[src/rtl/key_sequencer_if.sv]
// key_sequencer_if: key, command and result channels of the key sequencer plus
// its display/error outputs, grouped so the sequencer takes a single bus port.
// Modports: slave = sequencer side (takes keys, issues commands, takes results);
//           master = environment side (keypad scanner + ALU + display).
interface key_sequencer_if #(
  parameter int WIDTH = 16
);
  logic [4:0]       i_key;
  logic             i_key_valid;
  logic             o_key_ready;
  logic [WIDTH-1:0] o_op_a;
  logic [WIDTH-1:0] o_op_b;
  logic [2:0]       o_opcode;
  logic             o_cmd_valid;
  logic             i_cmd_ready;
  logic [WIDTH-1:0] i_result;
  logic             i_result_err;
  logic             i_result_valid;
  logic             o_result_ready;
  logic [WIDTH-1:0] o_display;
  logic             o_error;

  modport slave (
    input  i_key, i_key_valid, i_cmd_ready, i_result, i_result_err, i_result_valid,
    output o_key_ready, o_op_a, o_op_b, o_opcode, o_cmd_valid, o_result_ready,
    output o_display, o_error
  );

  modport master (
    output i_key, i_key_valid, i_cmd_ready, i_result, i_result_err, i_result_valid,
    input  o_key_ready, o_op_a, o_op_b, o_opcode, o_cmd_valid, o_result_ready,
    input  o_display, o_error
  );
endinterface

[src/rtl/key_sequencer.sv]
// Purpose: keypad-to-ALU sequencer; assembles hex operands from key codes, issues
//          {A, B, opcode} commands, takes results, drives display and sticky error.
// Latency: key accept -> o_cmd_valid 1 cycle; o_display registered, 1 cycle after accept.
// Backpressure: o_key_ready low while a command is outstanding (ISSUE/WAIT_RES), so a
//          pending key waits; command operands held stable until i_cmd_ready.
// Ports: clk, rst_n (async, active-low); bus (key_sequencer_if.slave) carries the key
//        channel, command channel, result channel, o_display and o_error.
// Option: define KEY_SEQUENCER_BACKSPACE_EN to make key 10_110 a backspace.
module key_sequencer #(
  parameter int WIDTH = 16
) (
  input  logic           clk,
  input  logic           rst_n,
  key_sequencer_if.slave bus
);

  typedef enum logic [2:0] {
    S_ENTER_A, S_OP_PEND, S_ENTER_B, S_ISSUE, S_WAIT_RES, S_SHOW
  } state_e;

  localparam logic [4:0] KEY_AC = 5'b10000;
  localparam logic [4:0] KEY_EQ = 5'b10101;
  localparam logic [4:0] KEY_BS = 5'b10110;

  state_e           state_q, state_d;
  logic [WIDTH-1:0] acc_q, acc_d;
  logic [WIDTH-1:0] a_q, a_d;
  logic [WIDTH-1:0] b_q, b_d;
  logic [WIDTH-1:0] result_q, result_d;
  logic [WIDTH-1:0] display_q, display_d;
  logic [2:0]       opcode_q, opcode_d;
  logic [2:0]       next_op_q, next_op_d;
  logic             chain_q, chain_d;
  logic             error_q, error_d;

  logic             key_rdy, cmd_vld, res_rdy;
  logic             key_fire, res_fire, is_digit, is_op, acc_full;
  logic [WIDTH-1:0] digit_ext;

  assign key_fire  = bus.i_key_valid & key_rdy;
  assign res_fire  = bus.i_result_valid & res_rdy;
  assign is_digit  = ~bus.i_key[4];
  // Operators are 10_001..10_100; the low three bits are the opcode itself.
  assign is_op     = (bus.i_key[4:3] == 2'b10) && (bus.i_key[2:0] >= 3'd1) &&
                     (bus.i_key[2:0] <= 3'd4);
  // A non-zero top nibble means all WIDTH/4 digit positions are used.
  assign acc_full  = |acc_q[WIDTH-1:WIDTH-4];
  assign digit_ext = {{(WIDTH-4){1'b0}}, bus.i_key[3:0]};

  // State register (datapath registers share the same reset).
  always_ff @(posedge clk or negedge rst_n) begin
    if (!rst_n) begin
      state_q   <= S_ENTER_A;
      acc_q     <= '0;
      a_q       <= '0;
      b_q       <= '0;
      result_q  <= '0;
      display_q <= '0;
      opcode_q  <= 3'd0;
      next_op_q <= 3'd0;
      chain_q   <= 1'b0;
      error_q   <= 1'b0;
    end else begin
      state_q   <= state_d;
      acc_q     <= acc_d;
      a_q       <= a_d;
      b_q       <= b_d;
      result_q  <= result_d;
      display_q <= display_d;
      opcode_q  <= opcode_d;
      next_op_q <= next_op_d;
      chain_q   <= chain_d;
      error_q   <= error_d;
    end
  end

  // Next-state and datapath update.
  always_comb begin
    state_d   = state_q;
    acc_d     = acc_q;
    a_d       = a_q;
    b_d       = b_q;
    result_d  = result_q;
    opcode_d  = opcode_q;
    next_op_d = next_op_q;
    chain_d   = chain_q;
    error_d   = error_q;

    if (key_fire) begin
      if (bus.i_key == KEY_AC) begin
        state_d = S_ENTER_A;
        acc_d   = '0;
        a_d     = '0;
        b_d     = '0;
        chain_d = 1'b0;
        error_d = 1'b0;
      end else if (is_digit) begin
        case (state_q)
          // Saturation only guards shifting; a fresh operand always starts from d.
          S_ENTER_A, S_ENTER_B: if (!acc_full) acc_d = {acc_q[WIDTH-5:0], bus.i_key[3:0]};
          S_OP_PEND: begin
            acc_d   = digit_ext;
            state_d = S_ENTER_B;
          end
          S_SHOW: begin
            acc_d   = digit_ext;
            error_d = 1'b0;
            state_d = S_ENTER_A;
          end
          default: ;
        endcase
      end else if (is_op) begin
        case (state_q)
          S_ENTER_A: begin
            a_d      = acc_q;
            opcode_d = bus.i_key[2:0];
            state_d  = S_OP_PEND;
          end
          S_OP_PEND: opcode_d = bus.i_key[2:0];
          // Operator after B: run the pending op now, queue this one for the result.
          S_ENTER_B: begin
            b_d       = acc_q;
            next_op_d = bus.i_key[2:0];
            chain_d   = 1'b1;
            state_d   = S_ISSUE;
          end
          S_SHOW: begin
            a_d      = result_q;
            opcode_d = bus.i_key[2:0];
            state_d  = S_OP_PEND;
          end
          default: ;
        endcase
      end else if (bus.i_key == KEY_EQ) begin
        if (state_q == S_ENTER_B) begin
          b_d     = acc_q;
          chain_d = 1'b0;
          state_d = S_ISSUE;
        end
      end
`ifdef KEY_SEQUENCER_BACKSPACE_EN
      else if (bus.i_key == KEY_BS) begin
        case (state_q)
          S_ENTER_A, S_ENTER_B: acc_d = acc_q >> 4;
          // Backing out of a pending operator reopens operand A for editing.
          S_OP_PEND: begin
            acc_d   = a_q;
            state_d = S_ENTER_A;
          end
          default: ;
        endcase
      end
`else
      // 10_110 is an ordinary reserved code here: consumed, no effect.
`endif
    end

    if ((state_q == S_ISSUE) && bus.i_cmd_ready) begin
      state_d = S_WAIT_RES;
    end

    if (res_fire) begin
      result_d = bus.i_result;
      error_d  = bus.i_result_err;
      if (chain_q && !bus.i_result_err) begin
        a_d      = bus.i_result;
        opcode_d = next_op_q;
        chain_d  = 1'b0;
        state_d  = S_OP_PEND;
      end else begin
        state_d = S_SHOW;
      end
    end

    // Display follows the state being entered, so it lands one cycle after the edge.
    case (state_d)
      S_ENTER_A, S_ENTER_B: display_d = acc_d;
      S_SHOW:               display_d = result_d;
      default:              display_d = a_d;
    endcase
  end

  // Output decode.
  always_comb begin
    key_rdy = 1'b0;
    cmd_vld = 1'b0;
    res_rdy = 1'b0;
    case (state_q)
      S_ENTER_A, S_OP_PEND, S_ENTER_B, S_SHOW: key_rdy = 1'b1;
      S_ISSUE:    cmd_vld = 1'b1;
      S_WAIT_RES: res_rdy = 1'b1;
      default: ;
    endcase
  end

  assign bus.o_key_ready    = key_rdy;
  assign bus.o_cmd_valid    = cmd_vld;
  assign bus.o_result_ready = res_rdy;
  assign bus.o_op_a         = a_q;
  assign bus.o_op_b         = b_q;
  assign bus.o_opcode       = opcode_q;
  assign bus.o_display      = display_q;
  assign bus.o_error        = error_q;

endmodule
[src/flat_wrapper.sv]
// flat-port wrapper written by rule: the top's interface ports become plain ports
module key_sequencer_flat 
#(
  parameter int WIDTH = 16
)
  (clk, rst_n, bus_i_key, bus_i_key_valid, bus_i_cmd_ready, bus_i_result, bus_i_result_err, bus_i_result_valid, bus_o_key_ready, bus_o_op_a, bus_o_op_b, bus_o_opcode, bus_o_cmd_valid, bus_o_result_ready, bus_o_display, bus_o_error);
  key_sequencer_if #(.WIDTH(WIDTH)) bus_i ();
  input  logic clk;
  input  logic rst_n;
  input wire logic [$bits(bus_i.i_key)-1:0] bus_i_key;
  input wire logic [$bits(bus_i.i_key_valid)-1:0] bus_i_key_valid;
  input wire logic [$bits(bus_i.i_cmd_ready)-1:0] bus_i_cmd_ready;
  input wire logic [$bits(bus_i.i_result)-1:0] bus_i_result;
  input wire logic [$bits(bus_i.i_result_err)-1:0] bus_i_result_err;
  input wire logic [$bits(bus_i.i_result_valid)-1:0] bus_i_result_valid;
  output wire logic [$bits(bus_i.o_key_ready)-1:0] bus_o_key_ready;
  output wire logic [$bits(bus_i.o_op_a)-1:0] bus_o_op_a;
  output wire logic [$bits(bus_i.o_op_b)-1:0] bus_o_op_b;
  output wire logic [$bits(bus_i.o_opcode)-1:0] bus_o_opcode;
  output wire logic [$bits(bus_i.o_cmd_valid)-1:0] bus_o_cmd_valid;
  output wire logic [$bits(bus_i.o_result_ready)-1:0] bus_o_result_ready;
  output wire logic [$bits(bus_i.o_display)-1:0] bus_o_display;
  output wire logic [$bits(bus_i.o_error)-1:0] bus_o_error;
  assign bus_i.i_key = bus_i_key;
  assign bus_i.i_key_valid = bus_i_key_valid;
  assign bus_i.i_cmd_ready = bus_i_cmd_ready;
  assign bus_i.i_result = bus_i_result;
  assign bus_i.i_result_err = bus_i_result_err;
  assign bus_i.i_result_valid = bus_i_result_valid;
  assign bus_o_key_ready = bus_i.o_key_ready;
  assign bus_o_op_a = bus_i.o_op_a;
  assign bus_o_op_b = bus_i.o_op_b;
  assign bus_o_opcode = bus_i.o_opcode;
  assign bus_o_cmd_valid = bus_i.o_cmd_valid;
  assign bus_o_result_ready = bus_i.o_result_ready;
  assign bus_o_display = bus_i.o_display;
  assign bus_o_error = bus_i.o_error;
  key_sequencer #(.WIDTH(WIDTH)) u_core (.clk(clk), .rst_n(rst_n), .bus(bus_i));
endmodule
[config.mk]
export PLATFORM = sky130hd
export DESIGN_NAME = key_sequencer_flat
export DESIGN_NICKNAME = d
export VERILOG_FILES = /design/src/rtl/key_sequencer_if.sv /design/src/rtl/key_sequencer.sv /design/src/flat_wrapper.sv
export SDC_FILE = /design/constraint.sdc
export NUM_CORES = 1
export LEC_CHECK = 0
export CORE_MARGIN = 2
export CORE_UTILIZATION = 25
export DETAILED_ROUTE_END_ITERATION = 6
export SYNTH_ARGS = -nofsm -noshare
export SYNTH_HDL_FRONTEND = slang
export SYNTH_SLANG_ARGS = --single-unit
[constraint.sdc]
create_clock -name clk -period 2.9 [get_ports clk]
set_input_delay 0.58 -clock clk [delete_from_list [all_inputs] [get_ports clk]]
set_output_delay 0.58 -clock clk [all_outputs]
set_load 0.02 [all_outputs]
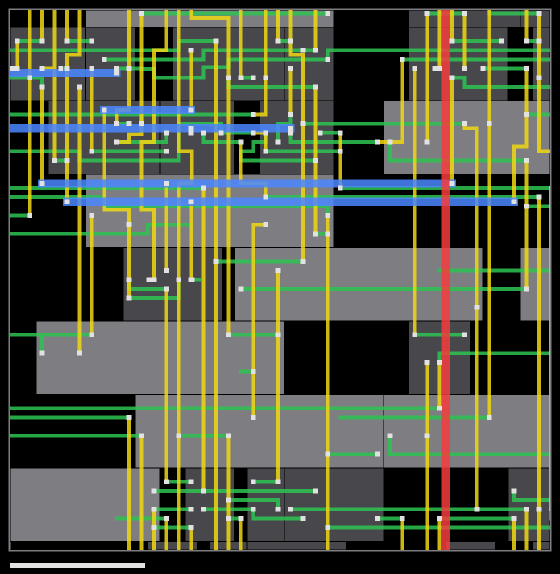
(images/zoom.png)
Scale bar: 5 um. Region (57, 84) to (77, 104) um. Cells in grey, sequential cells in the stronger grey; small squares are vias.
colour	layer
blue	met3
yellow	met2
red	met4
green	met1
cells with their middle in the window	21
most frequent	dfrtp_1 (7), nor3_1 (3), a221o_1 (3)
netlist names of flops here include	u_core.acc_q (4), u_core.result_q (2)
sequential cells in the window	7

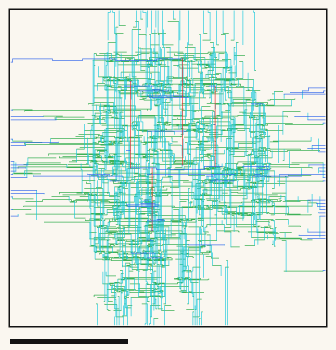
(images/metal_stack.png)
Scale bar: 50 um.
colour	layer	wire length
green	met1	5980 um
cyan	met2	6240 um
blue	met3	698 um
red	met4	142 um
DR WL/cell: 17.67 um
Vias: 3648
GRT Total Usage: 14.97%

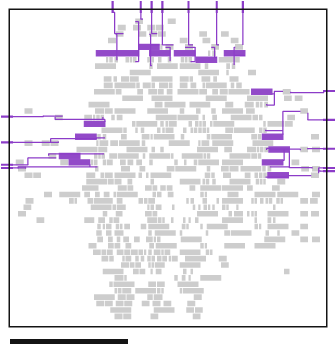
(images/port_nets.png)
Scale bar: 50 um.
colour	port	bits	direction	end cells	buffers	wire
purple	bus_o_op_a	16	output	16	16	508 um

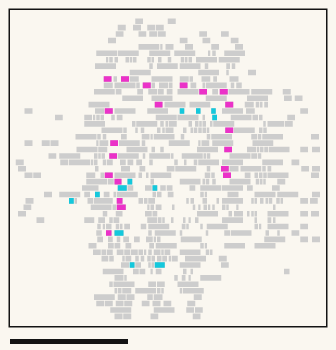
(images/gate_families.png)
Scale bar: 50 um.
colour	family	cells	most used
cyan	AND and OR gates	12	and2_1
magenta	AND-OR and OR-AND gates	20	a221o_1

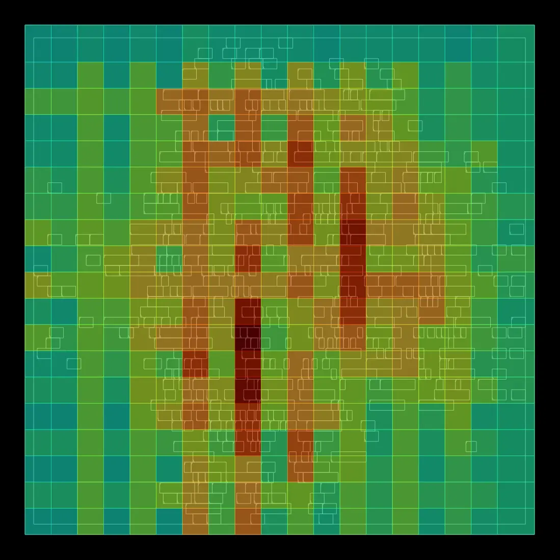
(images/final_congestion.png)
Final Util: 34.69%
met1 usage: 20.30%

==> results_slide.txt <==
Synthesis and Place & Route Summary

Critical path
  • Critical path endpoint category: flop
  • Worst-path maximum fanout: 16
  • Slowest cell on crit path: or4_4
  • Reg2reg end: u_core.bus.o_display[7]
  • Critical path launch point type: input port
  • Worst setup path start: bus_i_key[1]
  • Worst EP arrival: 2920 ps
  • Crit path cell chain: clkdlybuf4s50_1 > or3_1 > nand4b_1 > a21oi_1 > or4_4 > o21a_2 > a221o_1

Synth
  • Ys Warns: 0
  • Post-synth EDFFs: 0
  • AND-OR/OR-AND Cells, Area Fraction: 17.87%
  • Most common cell in the netlist: dfrtp_1
  • Asr flop ratio synth: 100.0%
  • Main logic family: AND-OR/OR-AND gates
  • Synthesized instance count: 419
  • Synthesized area per cell: 10.08 um^2
  • Most common reg cell: dfrtp_1
  • XOR/XNOR Area Share: 0.2075%
  • Fa+ha+maj area frac: 0%
  • Seq share, synth: 53.94%
  • Synth mux share: 7.499%
  • Simple-Gate Area Share: 17.28%
  • Syn Std Cell Area: 0.004222 mm^2
  • Yosys Instances: 419

Layout
  • Seq/total area: 39.72%
  • Flops: 91
  • Cell area after layout: 0.005733 mm^2
  • Register area: 0.002277 mm^2
  • Logic share of the area: 31.65%
  • Buffers excl. clock: 115
  • Share of cells above drive strength 1: 14.84%
  • Antenna diodes: 0
  • Area delta synth->final: 35.80%
  • Clk cell area share: 4.714%
  • Clkbuf count: 12
  • Fin nets: 542

Floorplanning
  • Die Span Y: 133.9 um
  • FP Util: 25.55%
  • Row count: 47
  • Tap cells: 220

STA
  • Final worst-path cycle share: 92.96%
  • Fmax: 0.3709 GHz
  • Final Max Tran Viols: 0
  • Relative slew slack: 33.73%
  • RSZ-0062 raised after global routing: false
  • Final setup violation count: 0
  • Setup TNS: 0 ps
  • Final clock skew: 5.159 ps

Clocking
  • Cts-stage hold buffer count: 0
  • Clk ins delay skew pair: 340 ps
  • Clock sink count: 91
  • CTS tree: yes

Min path
  • Min-delay worst type: in2async

Pwr
  • Logic pwr share: 45.5%
  • Total power draw: 6.124 mW
  • NetSw: 2.468 mW
  • Maximum VDD drop: 0.3501 mV

Global routing
  • Largest net degree at the start of global routing: 48
  • Vias in the first global route: 3749

Placement
  • Hpwl dp: 9630 um
  • Area after DPL: 0.005458 mm^2
  • Inst Count DP: 724
  • Place WS: -265.5 ps

Flow run
  • Total of max-cap violations: 0
  • Tool Warnings: 26

Route
  • WL final: 13060 um
  • Initial DRC Count: 283

Outcome
  • Status: finished, final reports clean
routing by layer:
layer	vias to the layer above	GRT usage [%]	routed length, um
met5	-	0	0
met4	0	4.196	142
li1	1716	-	-
met3	10	3.099	698
met2	112	24.30	6237
met1	1810	20.30	5979
power by group through the flow:
stage,Sequential (mW),Combinational [mW],Clock (mW)
floorplan,2.39,1.43,0
global placement,2.26,2.73,0
detailed placement,2.27,2.78,0
CTS,2.25,2.79,1.12
global route,2.31,3.02,1.17
finish,2.24,2.79,1.09
what timing repair did:
action	CTS	global route
setup endpoints to repair	0	1
hold endpoints to repair	0	0
gates resized	0	1
setup buffers	0	0
worst max-delay path, delay by kind of cell:
| family | cells | cell delay (ps) |
|---|---|---|
| AND/OR/NAND/NOR | 3 | 1060 |
| buffers and inverters | 1 | 480 |
| AND-OR/OR-AND | 3 | 800 |
Power and IR drop assume default switching activity.
